## src/rtl/booth_mult_n.sv

```systemverilog
// Radix-2 Booth multiplier for two's-complement operands, with a start/done handshake.
// Defining BOOTH_UNSIGNED_EN adds the tc port for unsigned operands (tc=0).
module booth_mult_n #(
  parameter int WIDTH = 8
) (
  input  logic               clk,
  input  logic               rst_n,
  input  logic               start,
  input  logic [WIDTH-1:0]   multiplicand,
  input  logic [WIDTH-1:0]   multiplier,
`ifdef BOOTH_UNSIGNED_EN
  input  logic               tc,
`endif
  output logic               busy,
  output logic               done,
  output logic [2*WIDTH-1:0] product
);

  localparam int IW = WIDTH + 1;
  localparam int CW = $clog2(WIDTH + 2);
`ifdef BOOTH_UNSIGNED_EN
  localparam int QW = IW;
`else
  localparam int QW = WIDTH;
`endif

  typedef enum logic [1:0] {
    IDLE = 2'd0,
    RUN  = 2'd1,
    DONE = 2'd2
  } state_t;

  state_t               state_r;
  state_t               state_nx_s;
  logic [IW-1:0]        a_r;
  logic [IW-1:0]        m_r;
  logic [QW-1:0]        q_r;
  logic                 qm1_r;
  logic [CW-1:0]        cnt_r;
  logic [IW-1:0]        z_s;
  logic [IW-1:0]        load_m_s;
  logic [QW-1:0]        load_q_s;
  logic [CW-1:0]        load_cnt_s;
  logic [2*WIDTH-1:0]   result_s;
`ifdef BOOTH_UNSIGNED_EN
  logic                 tc_r;
`endif

  // Operand extension and iteration count selected at start
  always_comb begin
    load_m_s   = {multiplicand[WIDTH-1], multiplicand};
    load_cnt_s = CW'(WIDTH);
`ifdef BOOTH_UNSIGNED_EN
    load_q_s   = {multiplier[WIDTH-1], multiplier};
    if (!tc) begin
      // Unsigned: zero-extend and run one extra iteration for the sign-free top bit
      load_m_s   = {1'b0, multiplicand};
      load_q_s   = {1'b0, multiplier};
      load_cnt_s = CW'(WIDTH + 1);
    end else begin
      load_m_s   = {multiplicand[WIDTH-1], multiplicand};
      load_q_s   = {multiplier[WIDTH-1], multiplier};
      load_cnt_s = CW'(WIDTH);
    end
`else
    load_q_s   = multiplier;
`endif
  end

  // Booth recoding of {Q[0], q_m1} and final product selection
  always_comb begin
    case ({q_r[0], qm1_r})
      2'b01:   z_s = a_r + m_r;
      2'b10:   z_s = a_r - m_r;
      default: z_s = a_r;
    endcase
`ifdef BOOTH_UNSIGNED_EN
    if (tc_r) begin
      result_s = {a_r[WIDTH-1:0], q_r[WIDTH:1]};
    end else begin
      result_s = {a_r[WIDTH-2:0], q_r};
    end
`else
    result_s = {a_r[WIDTH-1:0], q_r};
`endif
  end

  // Next-state logic
  always_comb begin
    state_nx_s = state_r;
    case (state_r)
      IDLE: begin
        if (start) begin
          state_nx_s = RUN;
        end else begin
          state_nx_s = IDLE;
        end
      end
      RUN: begin
        if (cnt_r == CW'(1)) begin
          state_nx_s = DONE;
        end else begin
          state_nx_s = RUN;
        end
      end
      DONE:    state_nx_s = IDLE;
      default: state_nx_s = IDLE;
    endcase
  end

  // State, datapath and registered handshake outputs
  always_ff @(posedge clk or negedge rst_n) begin
    if (!rst_n) begin
      state_r <= IDLE;
      a_r     <= {IW{1'b0}};
      m_r     <= {IW{1'b0}};
      q_r     <= {QW{1'b0}};
      qm1_r   <= 1'b0;
      cnt_r   <= {CW{1'b0}};
      busy    <= 1'b0;
      done    <= 1'b0;
      product <= {(2*WIDTH){1'b0}};
`ifdef BOOTH_UNSIGNED_EN
      tc_r    <= 1'b0;
`endif
    end else begin
      state_r <= state_nx_s;
      busy    <= (state_r == RUN) || (state_r == DONE) || ((state_r == IDLE) && start);
      done    <= (state_r == DONE);
      case (state_r)
        IDLE: begin
          if (start) begin
            a_r   <= {IW{1'b0}};
            m_r   <= load_m_s;
            q_r   <= load_q_s;
            qm1_r <= 1'b0;
            cnt_r <= load_cnt_s;
`ifdef BOOTH_UNSIGNED_EN
            tc_r  <= tc;
`endif
          end
        end
        RUN: begin
          // Arithmetic right shift of {Z, Q, q_m1}
          a_r   <= {z_s[IW-1], z_s[IW-1:1]};
          q_r   <= {z_s[0], q_r[QW-1:1]};
          qm1_r <= q_r[0];
          cnt_r <= cnt_r - CW'(1);
        end
        DONE:    product <= result_s;
        default: ;
      endcase
    end
  end

endmodule
```

## config.mk

```make
export PLATFORM = sky130hd
export DESIGN_NAME = booth_mult_n
export DESIGN_NICKNAME = d
export VERILOG_FILES = /design/src/rtl/booth_mult_n.sv
export SDC_FILE = /design/constraint.sdc
export NUM_CORES = 1
export LEC_CHECK = 0
export CAP_MARGIN = 20
export CORE_MARGIN = 2
export CORE_UTILIZATION = 40
export CTS_CLUSTER_SIZE = 8
export DETAILED_ROUTE_END_ITERATION = 16
export PLACE_DENSITY = 0.68
export RECOVER_POWER = 50
export SLEW_MARGIN = 20
export SYNTH_ARGS = -nofsm -noshare
export SYNTH_HDL_FRONTEND = slang
export SYNTH_SLANG_ARGS = --single-unit
```

## constraint.sdc

```tcl
create_clock -name clk -period 3.66 [get_ports clk]
set_input_delay 0.549 -clock clk [delete_from_list [all_inputs] [get_ports clk]]
set_output_delay 0.549 -clock clk [all_outputs]
set_load 0.01 [all_outputs]
```

==> run_1/gates.png <==
Drawn at 6 px/um.
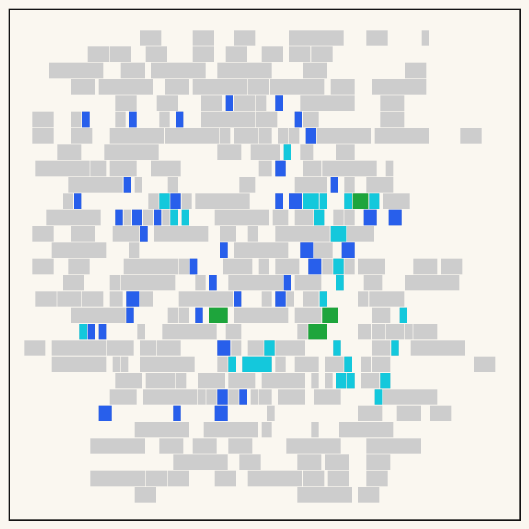
[green] non-inverting ao/oa cells | cells: 4 | where: center
[cyan] nor cells | cells: 25 | most used: nor2_1
[blue] nand cells | cells: 40 | most used: nand2_1
Comb/total area: 41.6%
Non-Filler Instances: 365

==> run_1/route_heat.png <==
Drawn at 4 px/um. 17 x 17 tiles, from white (low) to dark blue (high), scaled to the fullest tile. Values are wire area over tile area, all layers added.
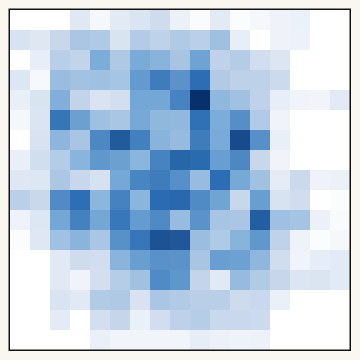
tiles over half the peak: 21%
fullest tile: 0.41
densest ninth of the die: center
nearly empty tiles: 19%
mean over tiles: 0.11
emptiest ninth of the die: upper right

==> impl_metrics.csv, run 1 <==
group,metric,value,unit
outcome,status,"finished with violations",
outcome,violations,"max-capacitance violations, max-slew violations",
yosys,yosys_area,0.00262,mm^2
cts,cts.sinks,49,
finish,diodes,0,
power_and_ir_drop,p_sw,1450,uW
global_routing,gr-total-overflow,0,
yosys,yosys.stat.seqShare,46.8,%
yosys,ys.flops,49,
worst_setup_path,worst_ep_arrival_time,2920,ps
yosys,synth_stat.cells,253,
worst_setup_path,end_kind,"flip-flop",
min_path,min_path_type,"reg -> reg",
global_routing,antenna_found_initial,0,
placement,io_buffer_count,36,
floorplan,fp_util,41.2,%
drt,drtIter0Drc,111,
power_and_ir_drop,power.share.clock,8.9,%
floorplan,boundaryPins,37,
power_and_ir_drop,leakagePower,0.00135,uW
power_and_ir_drop,p_per_area,1080,mW/mm^2
cts,cts_root_buffer,"clkbuf_8",
yosys,async_flop_share,100,%
power_and_ir_drop,comb-power,2070,uW
min_path,holdPathStages,2,
yosys,synth_area_leader_cell,"dfrtp_1",
worst_setup_path,worst_path_max_delay_cell,"nor3_1",
cts,cts_hold_buf,0,
worst_setup_path,worst-path-max-fanout,6,
finish,final_area,0.00312,mm^2
drt,dr_total_vias,1955,
worst_setup_path,reg2reg_depth,10,
yosys,ys_warn_count,0,
final_timing,slew_violations,49,
cts,numCtsBuffers,5,
finish,drive_gt1_share,12.5,%
worst_setup_path,crit_end,"a_r[7]",
min_path,min-delay-start,"q_r[4]",
yosys,ys_types,34,
worst_setup_path,cp.depth,10,
yosys,synthesis.area,0.00262,mm^2
job,max-cap-violations,1,
power_and_ir_drop,p_sw_share,43.2,%
final_timing,skew,6.81,ps
floorplan,coreArea,0.00635,mm^2
==> run_1/closeup.png <==
Region (27, 10) to (57, 40) um. Cells in gray, sequential cells in the stronger gray; small squares are vias.
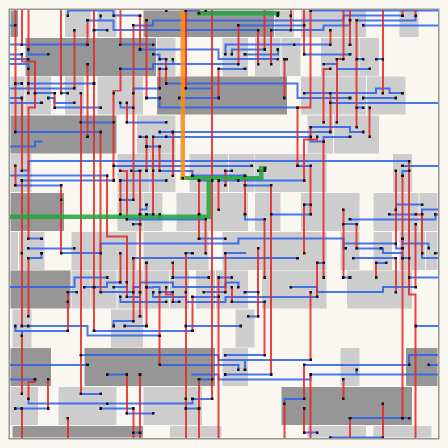
[green] M3
[red] M2
[orange] M4
[blue] M1
most frequent: o21ai_0 (7)
cells with their middle in the window: 63
sequential cells in the window: 6
netlist names of flops here include: `a_r` (2)

run 1: cell families after synthesis:
group           Yosys count  synth area share (%)
compound gates           54                  12.7
xor+xnor                  9                  3.01
fa+ha+maj                16                  7.94
buf+inv                  24                  3.49
flops                    49                  46.8
mux                      32                  13.4
simple gates             69                  12.6
run 1: final cells by class:
| class | count | area [um^2] | area share [%] |
|---|---|---|---|
| sequential | 49 | 1230 | 39.3 |
| multi-input combinational | 180 | 1300 | 41.6 |
| clock inverter | 1 | 5.00 | 0.160 |
| tap | 77 | 96.3 | 3.09 |
| clock buffer | 5 | 68.8 | 2.20 |
| timing repair buffer | 39 | 373 | 11.9 |
| inverter | 14 | 52.6 | 1.68 |
run 1: state kept, by name, summed over array words and instances, names as in the netlist:
signal and flops:
product 16, cnt_r 4, state_r 2, q_r 8, a_r 8, qm1_r 1, m_r 8, busy 1
done 1
run 1: worst min-delay path, stage by stage (launching register included):
cell and delay [ps]:
dfrtp_1 370, nand2_1 50, o21ai_0 60
run 1: layer usage:
metal | part of all wire (%) | GRT usage, % | wire (um)
met3 | 2.7 | 3.11 | 142
met4 | 1.8 | 5.19 | 95
met2 | 49 | 25.4 | 2600
met1 | 47 | 21.6 | 2500
met5 | 0 | 0 | 0
run 1: cell usage in the layout, fill, tap and decap left out, types with 3 or more instances in the layout:
cell / n
nand2_1: 24
nor3_1: 7
nor2_1: 15
o21ai_0: 23
a21oi_1: 9
clkdlybuf4s50_1: 35
nand3_1: 6
clkbuf_8: 5
mux2i_1: 7
ha_1: 15
inv_1: 14
o21ai_1: 3
mux2_2: 25
xnor2_1: 8
dfrtp_1: 49
o22ai_1: 3
or3_1: 3
nand2b_1: 10
==> run_1/clock_wires.png <==
Drawn at 4 px/um.
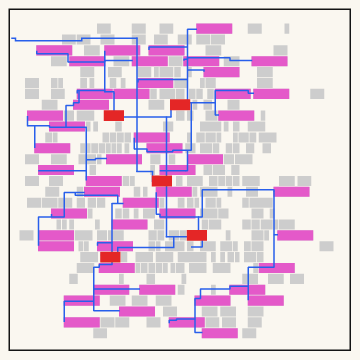

--- run 2 (diff from run 1) ---
Clock period 3.66 ns to 2.8 ns, I/O delays scaled along.
==> run_2/clock_wires.png <==
Drawn at 4 px/um.
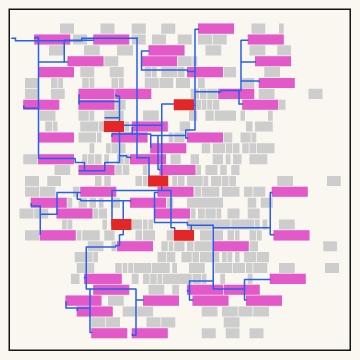
[magenta] flip-flops | count: 49
[blue] clock wires | length: 614 um
[red] clock-net drivers | count: 5
flops lie: widely spread
routed clock nets: 6
Clk power: 524 uW
clk_lat worst skew: 300 ps
clock power share: 11.4%
skew final: 6.94 ps

==> run 2 against run 1 <==
  * The flow now finishes without violations
  * Non-clock buffer count grew 3
  * Die area is the same
  * Clock-buffer cell count grew 2
  * Global-route usage grew 0.063 points
  * Core utilization grew 1.3 points
  * Setup slack lost 800 ps
  * Hold slack lost 220 ps
  * Via count shrank 0.26%
  * Cell count grew 1.4%
  * Clock power grew 74%
  * Critical path type unchanged
  * Critical endpoint is now a_r[5]
  * Highest routed layer unchanged
==> impl_metrics.csv, run 2 <==
group,metric,value,unit
worst_setup_path,worst_ep_arrival_time,2770,ps
yosys,synthesis.area,0.00262,mm^2
power_and_ir_drop,p_per_area,1440,mW/mm^2
finish,drive_gt1_share,14.7,%
global_routing,gr-total-overflow,0,
finish,lay_top_cells,"dfrtp_1 (48), clkdlybuf4s50_1 (35), mux2_2 (25), nand2_1 (24), o21ai_0 (23)",
cts,cts.sinks,49,
worst_setup_path,worst_path_max_delay_cell,"fa_1",
floorplan,fp_util,41.2,%
yosys,async_flop_share,100,%
power_and_ir_drop,p_sw,1930,uW
power_and_ir_drop,p_sw_share,41.9,%
outcome,status,"completed",
drt,dr_total_vias,1950,
worst_setup_path,worst-path-max-fanout,5,
final_timing,slew_violations,0,
worst_setup_path,reg2reg_depth,9,
yosys,synth_stat.cells,253,
global_routing,antenna_found_initial,0,
placement,io_buffer_count,36,
yosys,ys_warn_count,0,
worst_setup_path,end_kind,"flip-flop",
floorplan,coreArea,0.00635,mm^2
yosys,ys_types,34,
cts,cts_root_buffer,"clkbuf_8",
floorplan,boundaryPins,37,
yosys,ys.flops,49,
finish,lay_top_count,"dfrtp_1",
min_path,min_path_type,"in -> async",
finish,top_register,"product",
yosys,yosys.stat.seqShare,46.8,%
power_and_ir_drop,leakagePower,0.00138,uW
==> run_2/congestion_map.png <==
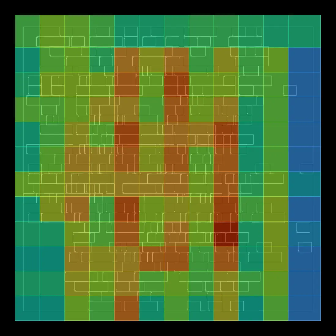
GR Util All Layers: 15.9%
Final Util: 50.4%

==> run 2: worst paths after layout <==
check	from	end	slack [ps]
min in group clk	q_r[4]	q_r[4]	510
max	m_r[0]	a_r[5]	180
min reg2reg	q_r[4]	q_r[4]	510
min	rst_n	product[14]	290
max reg2reg	m_r[0]	a_r[5]	180
max in group asynchronous	rst_n	m_r[0]	1140
==> run 2: routing by layer <==
layer  global-route usage, %  vias to the layer above  wire (um)
li1                        -                      962          -
met1                    21.5                      954       2510
met2                    26.5                       30       2650
met4                    4.33                        0         44
met5                       0                        -          0
met3                    2.72                        4        148
==> run 2: layout make-up <==
| class | instances | area, um^2 |
|---|---|---|
| Inverter | 14 | 52.6 |
| Multi-Input combinational cell | 180 | 1320 |
| Fill cell | 566 | 3150 |
| Timing Repair Buffer | 42 | 393 |
| Clock buffer | 7 | 86.3 |
| Clock inverter | 1 | 30.0 |
| Sequential cell | 49 | 1230 |
| Tap cell | 77 | 96.3 |
==> run 2: cells by family (layout without fill, tap and decap cells) <==
| group | count (synthesis) | in the layout | share of synthesized area, % |
|---|---|---|---|
| simple gates | 69 | 69 | 12.6 |
| compound gates | 54 | 54 | 12.7 |
| flops | 49 | 49 | 46.8 |
| mux | 32 | 32 | 13.4 |
| buf+inv | 24 | 64 | 3.49 |
| fa+ha+maj | 16 | 16 | 7.94 |
| xor+xnor | 9 | 9 | 3.01 |
==> run 2: power by group through the flow <==
stage                     logic, uW  registers, uW  clock network, uW
after floorplan                1990           1290                  0
after global placement         2670           1310                  0
after detailed placement       2720           1320                  0
after CTS                      2740           1300                538
after global routing           3110           1360                564
final                          2770           1310                524
==> run 2: metrics by stage <==
stage / std cells / area (um^2)
after floorplan: 253 / 2620
after global placement: 362 / 3080
after detailed placement: 362 / 3080
after CTS: 370 / 3190
after global routing: 370 / 3200
final: 370 / 3200
==> run_2/closeup.png <==
Region (27, 10) to (57, 40) um. Cells in gray, sequential cells in the stronger gray; small squares are vias.
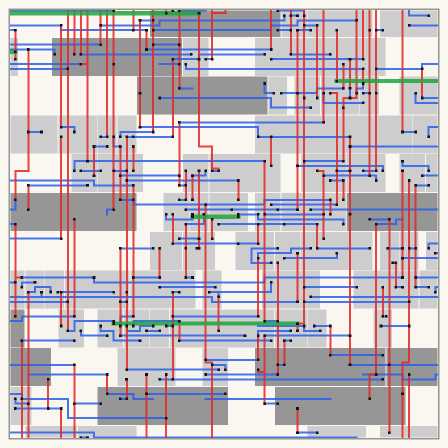

--- run 3 (diff from run 2) ---
Settings changed: CORE_UTILIZATION 40 to 35, PLACE_DENSITY 0.68 to 0.61.
==> run_3/closeup.png <==
Region (30, 12) to (60, 42) um. Cells in gray, sequential cells in the stronger gray; small squares are vias.
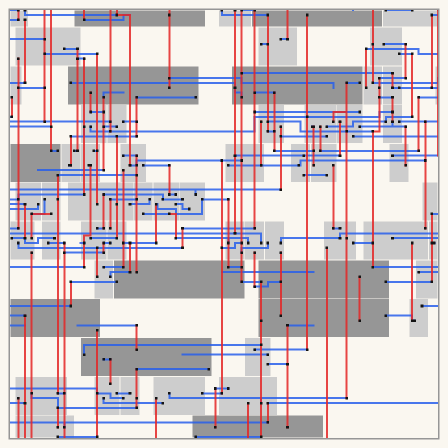
[blue] M1
[red] M2
most frequent: nand2_1 (8), dfrtp_1 (8)
netlist names of flops here include: `cnt_r` (2), `product` (2), `q_r` (2)
cells with their middle in the window: 51
sequential cells in the window: 8

==> run 3 against run 2 <==
  * Core utilization shrank 6.0 points
  * Non-clock buffer count shrank 1
  * Routed wire length is essentially flat
  * Cell count grew 5.7%
  * Hold slack gained 9.7 ps
  * Power shrank 0.24%
  * Via count shrank 0.41%
  * Synthesized area is the same
  * Sequential power is essentially flat
  * Setup slack gained 18 ps
  * Clock skew grew 7.4 ps
  * Clock power shrank 2%
  * Largest power group unchanged
  * Highest routed layer unchanged
==> impl_metrics.csv, run 3 <==
group,metric,value,unit
yosys,synthesis.area,0.00262,mm^2
worst_setup_path,timing.rr.start,"q_r[0]",
worst_setup_path,worst_ep_arrival_time,2850,ps
finish,diodes,0,
global_routing,grt_usage,13.8,%
finish,largest_reg_flops,16,
power_and_ir_drop,leakagePower,0.00138,uW
outcome,status,"completed",
cts,numCtsBuffers,5,
finish,instances_no_fill,391,
placement,dp.cells,383,
finish,lay_top_cells,"dfrtp_1 (49), clkdlybuf4s50_1 (35), mux2_2 (25), nand2_1 (24), o21ai_0 (23)",
worst_setup_path,end_kind,"flip-flop",
finish,top_register,"product",
yosys,ys.flops,49,
finish,lay_top_count,"dfrtp_1",
job,max-cap-violations,0,
finish,final_area,0.00322,mm^2
min_path,min_path_type,"in -> async",
placement,place_area,0.00310,mm^2
worst_setup_path,reg2reg_depth,9,
worst_setup_path,ff2ff_setup_slack,200,ps
power_and_ir_drop,p_sw_share,42.4,%
global_routing,gr-total-overflow,0,
yosys,ys_types,34,
yosys,yosys_area,0.00262,mm^2
cts,cts_hold_buf,0,
yosys,yosys.stat.seqShare,46.8,%
cts,cts_root_buffer,"clkbuf_8",
yosys,synth_stat.cells,253,
placement,io_buffer_count,36,
==> run_3/gates.png <==
Drawn at 6 px/um.
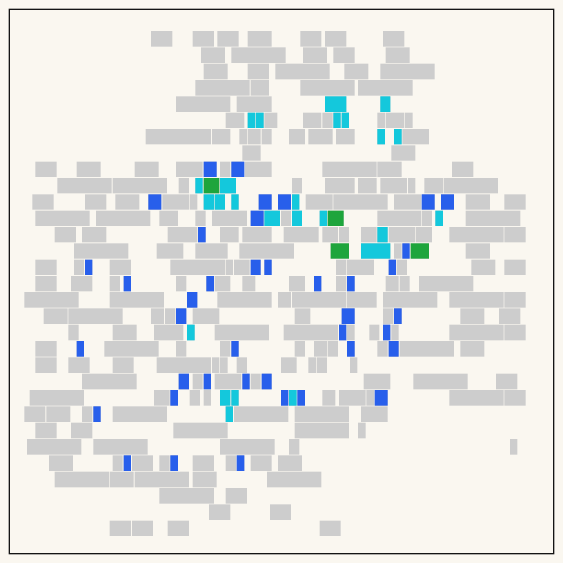
[cyan] nor cells | cells: 25 | most used: nor2_1
[blue] nand cells | cells: 40 | most used: nand2_1
[green] non-inverting ao/oa cells | cells: 4

## run 3: cell counts after synthesis
Identical to the previous run, type by type.
## run 3: worst max path at each step
stage                      start      to  slack [ps]  cells past startpoint
after floorplan            qm1_r  a_r[7]         210                     11
after detailed placement   qm1_r  a_r[5]         190                      9
after global routing      q_r[0]  a_r[4]          20                     11
final                     q_r[0]  a_r[7]         200                      9
after CTS                 q_r[0]  a_r[5]         150                      8
after global placement    q_r[0]  a_r[5]         210                      8
## run 3: power by group through the flow
| stage | registers (uW) | clock network [uW] | logic (uW) |
|---|---|---|---|
| floorplan | 1290 | 0 | 1990 |
| global placement | 1310 | 0 | 2660 |
| detailed placement | 1310 | 0 | 2730 |
| CTS | 1300 | 524 | 2740 |
| global route | 1350 | 555 | 3120 |
| finish | 1300 | 512 | 2780 |
## run 3: cell type report
type	instances	area share (%)
tap	99	3.84
sequential	49	38.0
inverter	14	1.63
timing repair buffer	41	12.0
clock buffer	6	2.25
multi-input combinational	180	41.1
clock inverter	2	1.20
## run 3: kinds of logic after synthesis
family / synth area share (%)
flops: 46.8
buf+inv: 3.49
compound gates: 12.7
simple gates: 12.6
mux: 13.4
xor+xnor: 3.01
fa+ha+maj: 7.94
## run 3: per-layer routing
metal	track usage (%)	part of all wire (%)
met5	0	0
met1	19.6	49
met2	21.2	47
met4	3.46	0.67
met3	3.42	3.5
## run 3: worst max-delay path: stages (launching register included)
cell       delay [ps]
dfrtp_1           420
ha_1              270
mux2_2            390
fa_1              450
nor2b_4           150
o31a_1            220
o2bb2ai_2          90
xnor2_1           140
or3_1             340
nand3_1            80
## run 3: through the flow
step           utilization, %  hold WS [ps]
3_5_place_dp             42.7           412
4_1_cts                  44.2          78.7
6_report                 44.4           305
3_3_place_gp             42.7           411
2_1_floorplan               -           124
5_1_grt                  44.4           417
No activity file was given, so power comes from the tool's default toggle rates.
